--- src/rtl/mypkg.sv ---
// Shared types and constants for the trace dispatcher: address split widths,
// trace command encoding, FSM states and the queued record layout.
package mypkg;
  localparam int ADDR_W      = 32;
  localparam int CMD_W       = 4;
  localparam int OFFSET_BITS = 6;
  localparam int INDEX_BITS  = 14;
  localparam int TAG_BITS    = ADDR_W - INDEX_BITS - OFFSET_BITS;

  typedef enum logic [CMD_W-1:0] {
    RD_L1    = 4'd0,
    WR_L1    = 4'd1,
    RD_INST  = 4'd2,
    SNP_INV  = 4'd3,
    SNP_RD   = 4'd4,
    SNP_WR   = 4'd5,
    SNP_RWIM = 4'd6,
    CLEAR    = 4'd8,
    PRINT    = 4'd9
  } cmd_e;

  typedef enum logic [1:0] {RUN, DRAIN, DONE} state_e;

  typedef struct packed {
    logic [CMD_W-1:0]       cmd;
    logic [TAG_BITS-1:0]    tag;
    logic [INDEX_BITS-1:0]  index;
    logic [OFFSET_BITS-1:0] offset;
    logic                   snoop;
    logic                   ctrl;
  } rec_t;

  function automatic logic cmd_legal(input logic [CMD_W-1:0] c);
    return (c <= SNP_RWIM) || (c == CLEAR) || (c == PRINT);
  endfunction

  function automatic logic cmd_snoop(input logic [CMD_W-1:0] c);
    return (c >= SNP_INV) && (c <= SNP_RWIM);
  endfunction

  function automatic logic cmd_ctrl(input logic [CMD_W-1:0] c);
    return (c == CLEAR) || (c == PRINT);
  endfunction
endpackage

--- src/rtl/trace_dispatch_if.sv ---
// Trace-reader input and cache-controller output handshakes of trace_dispatch.
interface trace_dispatch_if;
  import mypkg::*;

  logic                   in_valid;
  logic                   in_ready;
  logic [CMD_W-1:0]       in_cmd;
  logic [ADDR_W-1:0]      in_addr;
  logic                   in_eof;
  logic                   out_valid;
  logic                   out_ready;
  logic [CMD_W-1:0]       out_cmd;
  logic [TAG_BITS-1:0]    out_tag;
  logic [INDEX_BITS-1:0]  out_index;
  logic [OFFSET_BITS-1:0] out_offset;
  logic                   out_snoop;
  logic                   out_ctrl;

  modport master (
    output in_valid, in_cmd, in_addr, in_eof, out_ready,
    input  in_ready, out_valid, out_cmd, out_tag, out_index, out_offset,
           out_snoop, out_ctrl
  );

  modport slave (
    input  in_valid, in_cmd, in_addr, in_eof, out_ready,
    output in_ready, out_valid, out_cmd, out_tag, out_index, out_offset,
           out_snoop, out_ctrl
  );
endinterface

--- src/rtl/address_parse.sv ---
// Splits a trace address into cache tag / index / offset fields.
module address_parse
  import mypkg::*;
(
  input  logic [ADDR_W-1:0]      addr,
  output logic [TAG_BITS-1:0]    tag,
  output logic [INDEX_BITS-1:0]  index,
  output logic [OFFSET_BITS-1:0] offset
);
  assign offset = addr[OFFSET_BITS-1:0];
  assign index  = addr[OFFSET_BITS +: INDEX_BITS];
  assign tag    = addr[ADDR_W-1 -: TAG_BITS];
endmodule

--- src/rtl/trace_dispatch.sv ---
// Queues decoded trace records for the cache controller, drops illegal
// commands with a count, and reports completion once EOF has fully drained.
module trace_dispatch
  import mypkg::*;
#(
  parameter int DEPTH = 4,
  parameter int CNT_W = 32
) (
  input  logic             clk,
  input  logic             rst,
  trace_dispatch_if.slave  bus,
  output logic             done,
  output logic             err_pulse,
  output logic [CNT_W-1:0] dispatched_cnt,
  output logic [CNT_W-1:0] err_cnt
);
  localparam int PTR_W = $clog2(DEPTH);
  localparam logic [PTR_W:0] FULL_CNT = (PTR_W+1)'(DEPTH);

  state_e                 state_q, state_d;
  rec_t                   mem [DEPTH];
  rec_t                   head;
  logic [PTR_W-1:0]       wr_ptr, rd_ptr;
  logic [PTR_W:0]         count;
  logic                   live_q;
  logic                   hs_in, push, drop, pop, legal;
  logic [TAG_BITS-1:0]    p_tag;
  logic [INDEX_BITS-1:0]  p_index;
  logic [OFFSET_BITS-1:0] p_offset;

  address_parse u_parse (
    .addr   (bus.in_addr),
    .tag    (p_tag),
    .index  (p_index),
    .offset (p_offset)
  );

  // live_q holds in_ready low through reset and the first edge after it
  assign bus.in_ready  = live_q && (state_q == RUN) && (count != FULL_CNT);
  assign bus.out_valid = (count != '0);
  assign legal = cmd_legal(bus.in_cmd);
  assign hs_in = bus.in_valid && bus.in_ready;
  assign push  = hs_in && legal;
  assign drop  = hs_in && !legal;
  assign pop   = bus.out_valid && bus.out_ready;
  assign done  = (state_q == DONE);

  // Head fields forced to zero when empty so reset and idle present clean zeros
  assign head           = mem[rd_ptr];
  assign bus.out_cmd    = bus.out_valid ? head.cmd    : '0;
  assign bus.out_tag    = bus.out_valid ? head.tag    : '0;
  assign bus.out_index  = bus.out_valid ? head.index  : '0;
  assign bus.out_offset = bus.out_valid ? head.offset : '0;
  assign bus.out_snoop  = bus.out_valid ? head.snoop  : 1'b0;
  assign bus.out_ctrl   = bus.out_valid ? head.ctrl   : 1'b0;

  always_comb begin
    state_d = state_q;
    unique case (state_q)
      RUN:     if (bus.in_eof && !hs_in) state_d = DRAIN;
      DRAIN:   if (count == '0)          state_d = DONE;
      DONE:    state_d = DONE;
      default: state_d = RUN;
    endcase
  end

  always_ff @(posedge clk or posedge rst) begin
    if (rst) begin
      state_q        <= RUN;
      live_q         <= 1'b0;
      wr_ptr         <= '0;
      rd_ptr         <= '0;
      count          <= '0;
      err_pulse      <= 1'b0;
      dispatched_cnt <= '0;
      err_cnt        <= '0;
    end else begin
      state_q   <= state_d;
      live_q    <= 1'b1;
      err_pulse <= drop;
      if (push) wr_ptr <= wr_ptr + 1'b1;
      if (pop)  rd_ptr <= rd_ptr + 1'b1;
      unique case ({push, pop})
        2'b10:   count <= count + 1'b1;
        2'b01:   count <= count - 1'b1;
        default: count <= count;
      endcase
      if (pop && (dispatched_cnt != '1)) dispatched_cnt <= dispatched_cnt + 1'b1;
      if (drop && (err_cnt != '1))       err_cnt <= err_cnt + 1'b1;
    end
  end

  // Storage carries no reset; out_valid gating hides stale entries
  always_ff @(posedge clk) begin
    if (push) mem[wr_ptr] <= '{cmd:    bus.in_cmd,
                               tag:    p_tag,
                               index:  p_index,
                               offset: p_offset,
                               snoop:  cmd_snoop(bus.in_cmd),
                               ctrl:   cmd_ctrl(bus.in_cmd)};
  end
endmodule

--- src/flat_wrapper.sv ---
// flat-port wrapper written by rule: the top's interface ports become plain ports
module trace_dispatch_flat import mypkg::*;
#(
  parameter int DEPTH = 4,
  parameter int CNT_W = 32
)
  (clk, rst, done, err_pulse, dispatched_cnt, err_cnt, bus_in_valid, bus_in_cmd, bus_in_addr, bus_in_eof, bus_out_ready, bus_in_ready, bus_out_valid, bus_out_cmd, bus_out_tag, bus_out_index, bus_out_offset, bus_out_snoop, bus_out_ctrl);
  trace_dispatch_if bus_i ();
  input  logic clk;
  input  logic rst;
  output logic done;
  output logic err_pulse;
  output logic [CNT_W-1:0] dispatched_cnt;
  output logic [CNT_W-1:0] err_cnt;
  input wire logic [$bits(bus_i.in_valid)-1:0] bus_in_valid;
  input wire logic [$bits(bus_i.in_cmd)-1:0] bus_in_cmd;
  input wire logic [$bits(bus_i.in_addr)-1:0] bus_in_addr;
  input wire logic [$bits(bus_i.in_eof)-1:0] bus_in_eof;
  input wire logic [$bits(bus_i.out_ready)-1:0] bus_out_ready;
  output wire logic [$bits(bus_i.in_ready)-1:0] bus_in_ready;
  output wire logic [$bits(bus_i.out_valid)-1:0] bus_out_valid;
  output wire logic [$bits(bus_i.out_cmd)-1:0] bus_out_cmd;
  output wire logic [$bits(bus_i.out_tag)-1:0] bus_out_tag;
  output wire logic [$bits(bus_i.out_index)-1:0] bus_out_index;
  output wire logic [$bits(bus_i.out_offset)-1:0] bus_out_offset;
  output wire logic [$bits(bus_i.out_snoop)-1:0] bus_out_snoop;
  output wire logic [$bits(bus_i.out_ctrl)-1:0] bus_out_ctrl;
  assign bus_i.in_valid = bus_in_valid;
  assign bus_i.in_cmd = bus_in_cmd;
  assign bus_i.in_addr = bus_in_addr;
  assign bus_i.in_eof = bus_in_eof;
  assign bus_i.out_ready = bus_out_ready;
  assign bus_in_ready = bus_i.in_ready;
  assign bus_out_valid = bus_i.out_valid;
  assign bus_out_cmd = bus_i.out_cmd;
  assign bus_out_tag = bus_i.out_tag;
  assign bus_out_index = bus_i.out_index;
  assign bus_out_offset = bus_i.out_offset;
  assign bus_out_snoop = bus_i.out_snoop;
  assign bus_out_ctrl = bus_i.out_ctrl;
  trace_dispatch #(.DEPTH(DEPTH), .CNT_W(CNT_W)) u_core (.clk(clk), .rst(rst), .bus(bus_i), .done(done), .err_pulse(err_pulse), .dispatched_cnt(dispatched_cnt), .err_cnt(err_cnt));
endmodule
--- config.mk ---
export PLATFORM = sky130hd
export DESIGN_NAME = trace_dispatch_flat
export DESIGN_NICKNAME = d
export VERILOG_FILES = /design/src/rtl/mypkg.sv /design/src/rtl/trace_dispatch_if.sv /design/src/rtl/address_parse.sv /design/src/rtl/trace_dispatch.sv /design/src/flat_wrapper.sv
export SDC_FILE = /design/constraint.sdc
export NUM_CORES = 1
export LEC_CHECK = 0
export CAP_MARGIN = 10
export CORE_MARGIN = 2
export CORE_UTILIZATION = 40
export CTS_BUF_LIST = sky130_fd_sc_hd__clkbuf_4 sky130_fd_sc_hd__clkbuf_8
export CTS_CLUSTER_DIAMETER = 150
export CTS_CLUSTER_SIZE = 24
export DETAILED_ROUTE_END_ITERATION = 6
export SLEW_MARGIN = 20
export SYNTH_ARGS = -nofsm -noshare
export SYNTH_HDL_FRONTEND = slang
export SYNTH_HIERARCHICAL = 1
export SYNTH_SLANG_ARGS = --single-unit
--- constraint.sdc ---
create_clock -name clk -period 2.7 [get_ports clk]
set_input_delay 0.675 -clock clk [delete_from_list [all_inputs] [get_ports clk]]
set_output_delay 0.675 -clock clk [all_outputs]
set_load 0.03 [all_outputs]
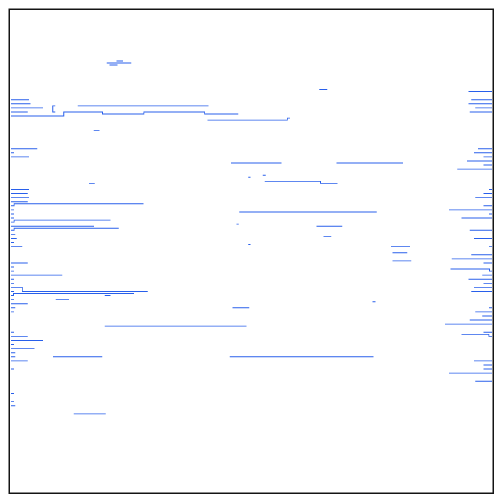
**Above:** run 1 (M3 wires).
Scale: 3 px per um.
main direction = horizontal
nets with wire on the layer = 108
met3 Resource Use GR: 3.05%
total wire length: 20600 um
Via Count: 5736

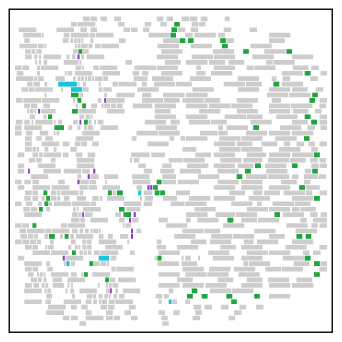
**Above:** run 1 (selected gate families).
Scale: 2 px per um.
green -> AND and OR gates  # cells 66, most used and2_4, where all over the die
purple -> inverters  # cells 17, most used inv_1
cyan -> inverting AOI/OAI gates  # cells 6, most used o21ai_0

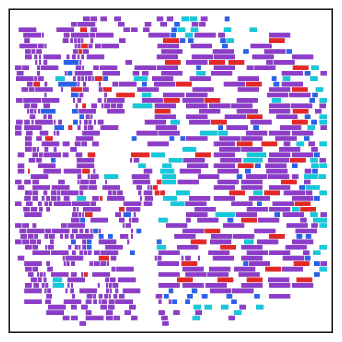
**Above:** run 1 (drive-strength map).
Scale: 2 px per um.
purple -> drive 1 or less  # cells 590, share 74%
cyan -> drive 6 and up  # cells 69, share 8.7%
red -> drive 2  # cells 62, share 7.8%
blue -> drive 3 to 4  # cells 74, share 9.3%
area delta synth->final: 25.2%
Design Area, Final: 12300 um^2
buffers outside the clock class: 184

==> metrics.csv, run 1 <==
stage,metric,value,unit
setup_path,cpPeakStageDelay,520,ps
setup_path,crit_type,flip-flop to output port,
synth,ys_ff,227,
setup_path,reg2reg_to,u_core/count[2],
global_routing,grt_overflow_total,0,
layout,nets,842,
setup_path,endpoint,bus_out_index[12],
synth,fp_nets,695,
setup_path,crit_family,multiplexers,
floorplanning,fp.dieH,161,um
routing,drt_iter0_drc,260,
clock_network,cts.hold.buffers_added,0,
synth,yosysTopAreaCell,edfxtp_1,
layout,final_cell_mix,"edfxtp_1 (152), clkdlybuf4s50_1 (106), dfrtp_1 (73)",
sta,rsz0062_at_grt,true,
floorplanning,die.size.x,161,um
synth,yosys.area_share.aoi,0.840,%
synth,yosysUniqueCellTypes,47,
floorplanning,num_rows,57,
synth,synth-main-ff-cell,edfxtp_1,
placement,place_congestion,0.810,
sta,slew_headroom,61.1,%
layout,antenna_cells,0,
sta,slew_viol_final,0,
synth,synthCells,642,
clock_network,numCtsBuffers,13,
setup_path,r2r_cells,10,
setup_path,crit_path_max_fanout,10,
setup_path,crit_chain,buf_12 -> buf_16 -> mux4_2 -> and2_4 -> buf_6,
placement,dp.cells,1092,
layout,mostFrequentLayoutCell,edfxtp_1,
routing,drc,0,
synth,ys_cells,642,
sta,tightest_slew,582,ps
synth,ys_sh_adder,1.60,%
flow_run,cap_violations,0,
global_routing,busiest_layer,met2,
setup_path,end_kind,output port,
setup_path,crit_path_top_delay_cell,mux4_2,
synth,synthTopLogicFamily,simple AND/OR/NAND/NOR gates,
global_routing,grt_max_degree,40,
synth,edf_count,152,
sta,hold_viol_final,0,
floorplanning,core,24200,um^2
global_routing,met1_usage,21.7,%
synth,postSynthAreaPerCell,15.3,um^2
floorplanning,io_pins,147,
min_path,worstHoldPathType,primary input to asynchronous set/reset pin,
synth,ys_warn_count,6,
clock_network,clk_path_buf_depth,3,
power_and_ir_drop,vdd_ir_drop_max,0.511,mV
clock_network,clk_pin_slew,150,ps
synth,yosysTopAreaCellShare,46.4,%
setup_path,r2r_start,u_core/count[0],
global_routing,first_global_vias,5990,
sta,clock.fmax,366,MHz
sta,setup_viol,30,
floorplanning,die-area,25900,um^2
synth,synth-async-reset-ratio,33.0,%
layout,n_fill_cell,2076,
placement,post-place-ws,-56.8,ps
sta,min_period,2740,ps
synth,netlist_area,9840,um^2
synth,synth_top_cell_by_count,edfxtp_1,
floorplanning,fp_util,40.6,%
global_routing,antenna_found_initial,0,
setup_path,path_depth,5,
placement,hpwlAfterDp,13400,um
setup_path,cp_num_buf_inv,3,
setup_path,r2r_slack,350,ps
clock_network,cts_tree,built,
routing,wire_per_inst,18.4,um
global_routing,grt_pass1_wl,32800,um
global_routing,gr-usage-met2,27.0,%
synth,top_cells_by_count,"edfxtp_1 (152), dfrtp_1 (75), xnor2_1 (44), and2_1 (41), mux4_2 (38)",
placement,io_buffer_count,146,
status,status,"finished, violations left",
clock_network,cts_max_level,1,
setup_path,start_kind,flip-flop,
clock_network,cts.sinks,227,
synth,synth.cellmix.simpleShare,12.7,%
sta,fin_skew,31.5,ps
routing,vias_per_cell,5.13,
synth,ys_seq_share,65.5,%
clock_network,cts-root-buf,clkbuf_8,
synth,ys_sh_mux,9.48,%
synth,xor_share,5.88,%
routing,drtPass1Iterations,6,
setup_path,cp.required,2030,ps
global_routing,grt_usage,15.9,%
power_and_ir_drop,p_per_area,851,nW/um^2
clock_network,clk_latency,510,ps
status,violations,negative setup slack,
layout,layout-drive-gt1-share,25.8,%
layout,final_cells,1119,
synth,topCellsByArea,"edfxtp_1 (46%), dfrtp_1 (19%), mux4_2 (8.7%), xnor2_1 (3.9%), and2_1 (2.6%)",
setup_path,startpoint,u_core/rd_ptr[0],
routing,ant_nets,0,
setup_path,critPathArrivalTime,2060,ps
flow_run,warnings,34,
power_and_ir_drop,p_leak,4.54,nW
sta,layout_setup_ws,-35.8,ps
sta,post-route-period-util,101,%
synth,ys_chip_area,9840,um^2
run 1: sequential cells by signal, indices dropped and copies added, names as in the netlist:
signal,count
u_core/count,3
u_core/live_q,1
u_core/err_cnt,32
u_core/wr_ptr,2
u_core/mem,152
u_core/dispatched_cnt,32
u_core/rd_ptr,2
u_core/state_q,2
u_core/err_pulse,1
run 1: cell type report:
type | instances | area, um^2 | share of cell area, %
flip-flops and latches | 227 | 6440 | 52.3
multi-input cells | 346 | 3110 | 25.2
repair buffers | 184 | 2050 | 16.7
well taps | 324 | 405 | 3.29
clock buffers | 20 | 231 | 1.88
inverters | 17 | 63.8 | 0.518
clock inverters | 1 | 16.3 | 0.132
run 1: per-layer routing:
metal | wire length (um) | up-vias
met4 | 193 | 0
met5 | 0 | -
li1 | - | 2648
met2 | 10200 | 136
met3 | 1070 | 19
met1 | 9210 | 2933
run 1: metrics by stage:
stage                     utilization, %  hold WS, ps  total power, mW  instance area, um^2  setup TNS (ps)
after global placement              48.2          472             8.06                11700               0
after global routing                50.8          506             11.0                12300           -3830
after detailed placement            48.2          491             8.11                11700            -191
final                               50.8          503             10.5                12300            -490
after CTS                           50.7          493             10.6                12300           -2010
after floorplan                        -          448             6.70                 9840               0
run 1: worst reg2reg max path, stage by stage, from the launching register on:
cell	delay, ps
dfrtp_1	440
or3b_2	500
nand4_1	140
nor2_1	80
inv_1	60
ha_1	170
inv_1	60
fa_1	370
xor2_1	150
nor2_1	130
xor2_1	180
run 1: timing repair:
item | CTS | global route
pin swaps | 0 | 0
gates cloned | 3 | 1
setup buffers | 2 | 0
endpoints found under the setup margin | 40 | 39
gates resized | 79 | 3
run 1: power breakdown:
group	switching, mW	internal, mW	leakage, nW
combinational	2.28	2.47	2.04
sequential	0.199	3.94	2.36
clock	1.02	0.565	0.133
total	3.50	6.97	4.54
==> run 2: changes to the inputs <==
GPL_TIMING_DRIVEN = 0   (was unset)
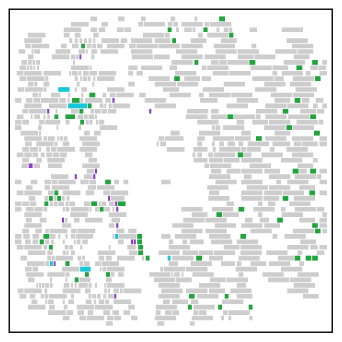
**Above:** run 2 (selected gate families).
Scale: 2 px per um.
Commonest Layout Cell: edfxtp_1
non-filler instance count after layout: 1120
combinational share of cell area: 25.5%

==> metrics.csv, run 2 <==
stage,metric,value,unit,change
flow_run,cap_violations,0,,unchanged
floorplanning,taps,324,,unchanged
layout,n_fill_cell,2065,,-0.53%
sta,tightest_slew,916,ps,+334 ps
layout,seq_cells,227,,unchanged
sta,min_period,2760,ps,+23.2 ps
setup_path,startpoint,u_core/rd_ptr[0],,
layout,nClkBuffers,20,,unchanged
floorplanning,num_rows,57,,unchanged
setup_path,start_kind,flip-flop,,
placement,io_buffer_count,114,,-22%
synth,postSynthAreaPerCell,15.3,um^2,unchanged
clock_network,clk_path_buf_depth,3,,unchanged
setup_path,reg2reg_to,u_core/count[2],,
clock_network,cts_tree,built,,
layout,layout-drive-gt1-share,28.3,%,+2.5 points
power_and_ir_drop,p_total,10.3,mW,-1.4%
routing,drtPass1Iterations,5,,-1
clock_network,clk_pin_slew,140,ps,about the same
layout,num-nonclk-inverters,17,,unchanged
sta,post-route-period-util,102,%,+0.86 points
power_and_ir_drop,p_leak,4.52,nW,-0.44%
setup_path,r2r_slack,170,ps,-180 ps
synth,yosysUniqueCellTypes,47,,unchanged
floorplanning,core,24200,um^2,unchanged
routing,vias_per_cell,5.10,,-0.46%
power_and_ir_drop,p_seq_share,40.0,%,+0.5 points
sta,setup_viol,16,,-47%
global_routing,first_global_vias,5916,,-1.2%
layout,n_all_buffers,185,,+0.54%
power_and_ir_drop,p_int,6.88,mW,-1.3%
clock_network,cts.sinks,227,,unchanged
setup_path,endpoint,bus_out_offset[1],,
power_and_ir_drop,vdd_ir_drop_max,0.534,mV,+4.5%
placement,place_congestion,0.794,,-2.0%
setup_path,end_kind,output port,,
floorplanning,die-area,25900,um^2,unchanged
flow_run,warnings,34,,unchanged
layout,dominant-cell-class,registers,,
layout,final_cell_mix,"edfxtp_1 (152), dfrtp_1 (74), clkdlybuf4s50_1 (73)",,
synth,fp_nets,695,,unchanged
sta,layout_setup_ws,-59.0,ps,-23.2 ps
placement,dp.cells,1085,,-0.64%
synth,ys_cells,642,,unchanged
routing,wire_per_inst,17.9,um,-2.9%
setup_path,r2r_start,u_core/count[0],,
status,violations,negative setup slack,,
floorplanning,fp_util,40.6,%,unchanged
setup_path,cp.required,2030,ps,about the same
setup_path,critPathArrivalTime,2080,ps,+20 ps
sta,fin_skew,21.8,ps,-9.69 ps
layout,comb_cells,346,,unchanged
power_and_ir_drop,combPwrFrac,44.8,%,-0.5 points
placement,post-place-ws,-660,ps,-603 ps
layout,nets,843,,+0.12%
synth,synthCells,642,,unchanged
sta,slew_viol_final,0,,unchanged
clock_network,cts-root-buf,clkbuf_8,,
synth,synth_top_cell_by_count,edfxtp_1,,
layout,flop_area,6440,um^2,about the same
global_routing,grt_pass1_wl,31900,um,-2.5%
power_and_ir_drop,p_per_area,853,nW/um^2,+0.34%
placement,hpwlAfterDp,13500,um,+1.2%
sta,hold_viol_final,0,,unchanged
sta,setup_tns,-314,ps,+176 ps
power_and_ir_drop,switching_power,3.45,mW,-1.6%
synth,synth-main-ff-cell,edfxtp_1,,
synth,edf_count,152,,unchanged
synth,ys_chip_area,9840,um^2,unchanged
power_and_ir_drop,switching_share,33.4,%,-0.054 points
layout,syn_to_final_growth,23.1,%,
synth,top_cells_by_count,"edfxtp_1 (152), dfrtp_1 (75), xnor2_1 (44), and2_1 (41), mux4_2 (38)",,
layout,top_register,u_core/mem,,
synth,netlist_area,9840,um^2,unchanged
setup_path,crit_path_max_fanout,5,,-5
layout,logic_area,3080,um^2,-0.73%
clock_network,cts_max_level,1,,unchanged
clock_network,numCtsBuffers,13,,unchanged
setup_path,crit_type,flip-flop to output port,,
routing,vias,5715,,-0.37%
layout,largest_reg_flops,152,,unchanged
layout,top_regs,"u_core/mem (152), u_core/dispatched_cnt (32), u_core/err_cnt (32)",,
layout,clock_area_share,2.05,%,+0.036 points
setup_path,r2r_cells,11,,+1
placement,placed_area,11500,um^2,-1.8%
floorplanning,die.size.x,161,um,unchanged
layout,antenna_cells,0,,unchanged
sta,slew_headroom,38.4,%,-23 points
status,status,"finished, violations left",,
routing,drt-total-wl,20000,um,-2.8%
layout,area_share_nonclk_buffers,15.4,%,-1.3 points
clock_network,clk_latency,500,ps,about the same
sta,rsz0062_at_grt,true,,
floorplanning,fp.dieH,161,um,unchanged
synth,ys_ff,227,,unchanged
global_routing,grt_overflow_total,0,,unchanged
synth,ys_warn_count,6,,unchanged
global_routing,grt_max_degree,40,,unchanged
synth,yosysTopAreaCellShare,46.4,%,unchanged
synth,synth-async-reset-ratio,33.0,%,unchanged
synth,ys_seq_share,65.5,%,unchanged
layout,sh_seq_area,53.2,%,+0.92 points
routing,drc,0,,unchanged
routing,drt_iter0_drc,352,,+35%
min_path,worstHoldPathType,primary input to flip-flop,,
floorplanning,io_pins,147,,unchanged
layout,design_area,12100,um^2,-1.7%
synth,yosysTopAreaCell,edfxtp_1,,
sta,clock.fmax,362,MHz,-0.84%
synth,topCellsByArea,"edfxtp_1 (46%), dfrtp_1 (19%), mux4_2 (8.7%), xnor2_1 (3.9%), and2_1 (2.6%)",,
routing,ant_nets,0,,unchanged
power_and_ir_drop,power.share.clock,15.3,%,+0.2 points
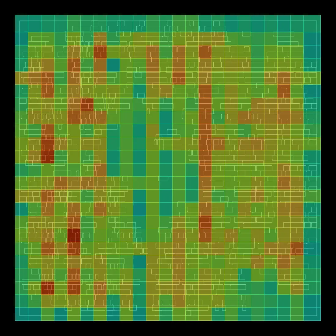
**Above:** run 2 (routing congestion).
routing usage on met1: 20.8%
GRT Max-Usage Layer: met2
GRT Util Overall: 15.4%

## run 2: netlist changes by cell type in the layout (fill, tap and decap cells not counted), sizes merged
cell,change
buf,+23
clkdlybuf4s50,-33
dlymetal6s2s,+1
clkbuf,+10
## run 2: cell families (layout without fill, tap and decap cells)
| kind of cell | after synthesis | count (layout) | share of synthesized area (%) |
|---|---|---|---|
| xor gates and xnor gates | 66 | 66 | 5.88 |
| muxes | 45 | 45 | 9.48 |
| buffers and inverters | 69 | 223 | 4.01 |
| and+or+nand+nor | 215 | 215 | 12.7 |
| AOI/OAI and AO/OA | 7 | 7 | 0.840 |
| DFF | 227 | 227 | 65.5 |
| other | 1 | 1 | 0.0381 |
| adders and majority gates | 12 | 12 | 1.60 |
## run 2: power groups by stage
stage	sequential, mW	combinational [mW]	clock (mW)
after detailed placement	4.19	3.91	0
after global placement	4.18	3.85	0
after global routing	4.17	4.92	1.78
after floorplan	4.29	2.41	0
after CTS	4.14	4.46	1.66
final	4.13	4.62	1.58
## run 2: metal layers
layer,GRT usage (%),vias to the layer above,part of all wire [%]
met5,0,-,0
met4,2.96,0,0.80
met3,3.31,12,5.9
met2,26.2,158,49
met1,20.8,2903,44
li1,-,2642,-
## run 2: through the flow
step           hold WS, ps  utilization [%]
2_1_floorplan          448                -
3_3_place_gp           461             46.9
3_5_place_dp           492             47.4
4_1_cts                320             49.4
5_1_grt                311             49.9
6_report               360             49.9
## run 2: critical path, stage by stage (launching register included)
cell	delay, ps
dfrtp_2	460
buf_6	120
buf_12	110
buf_6	90
mux4_2	500
and2_4	180
buf_6	130
## run 2: timing repair
| item | CTS | global route |
|---|---|---|
| cloned | 1 | 3 |
| pin swaps | 2 | 12 |
| buffers inserted | 6 | 7 |
| gates resized | 304 | 30 |
| endpoints found under the setup margin | 40 | 39 |
| hold buffers | 0 | 0 |
No activity file was given, so power comes from the tool's default toggle rates.
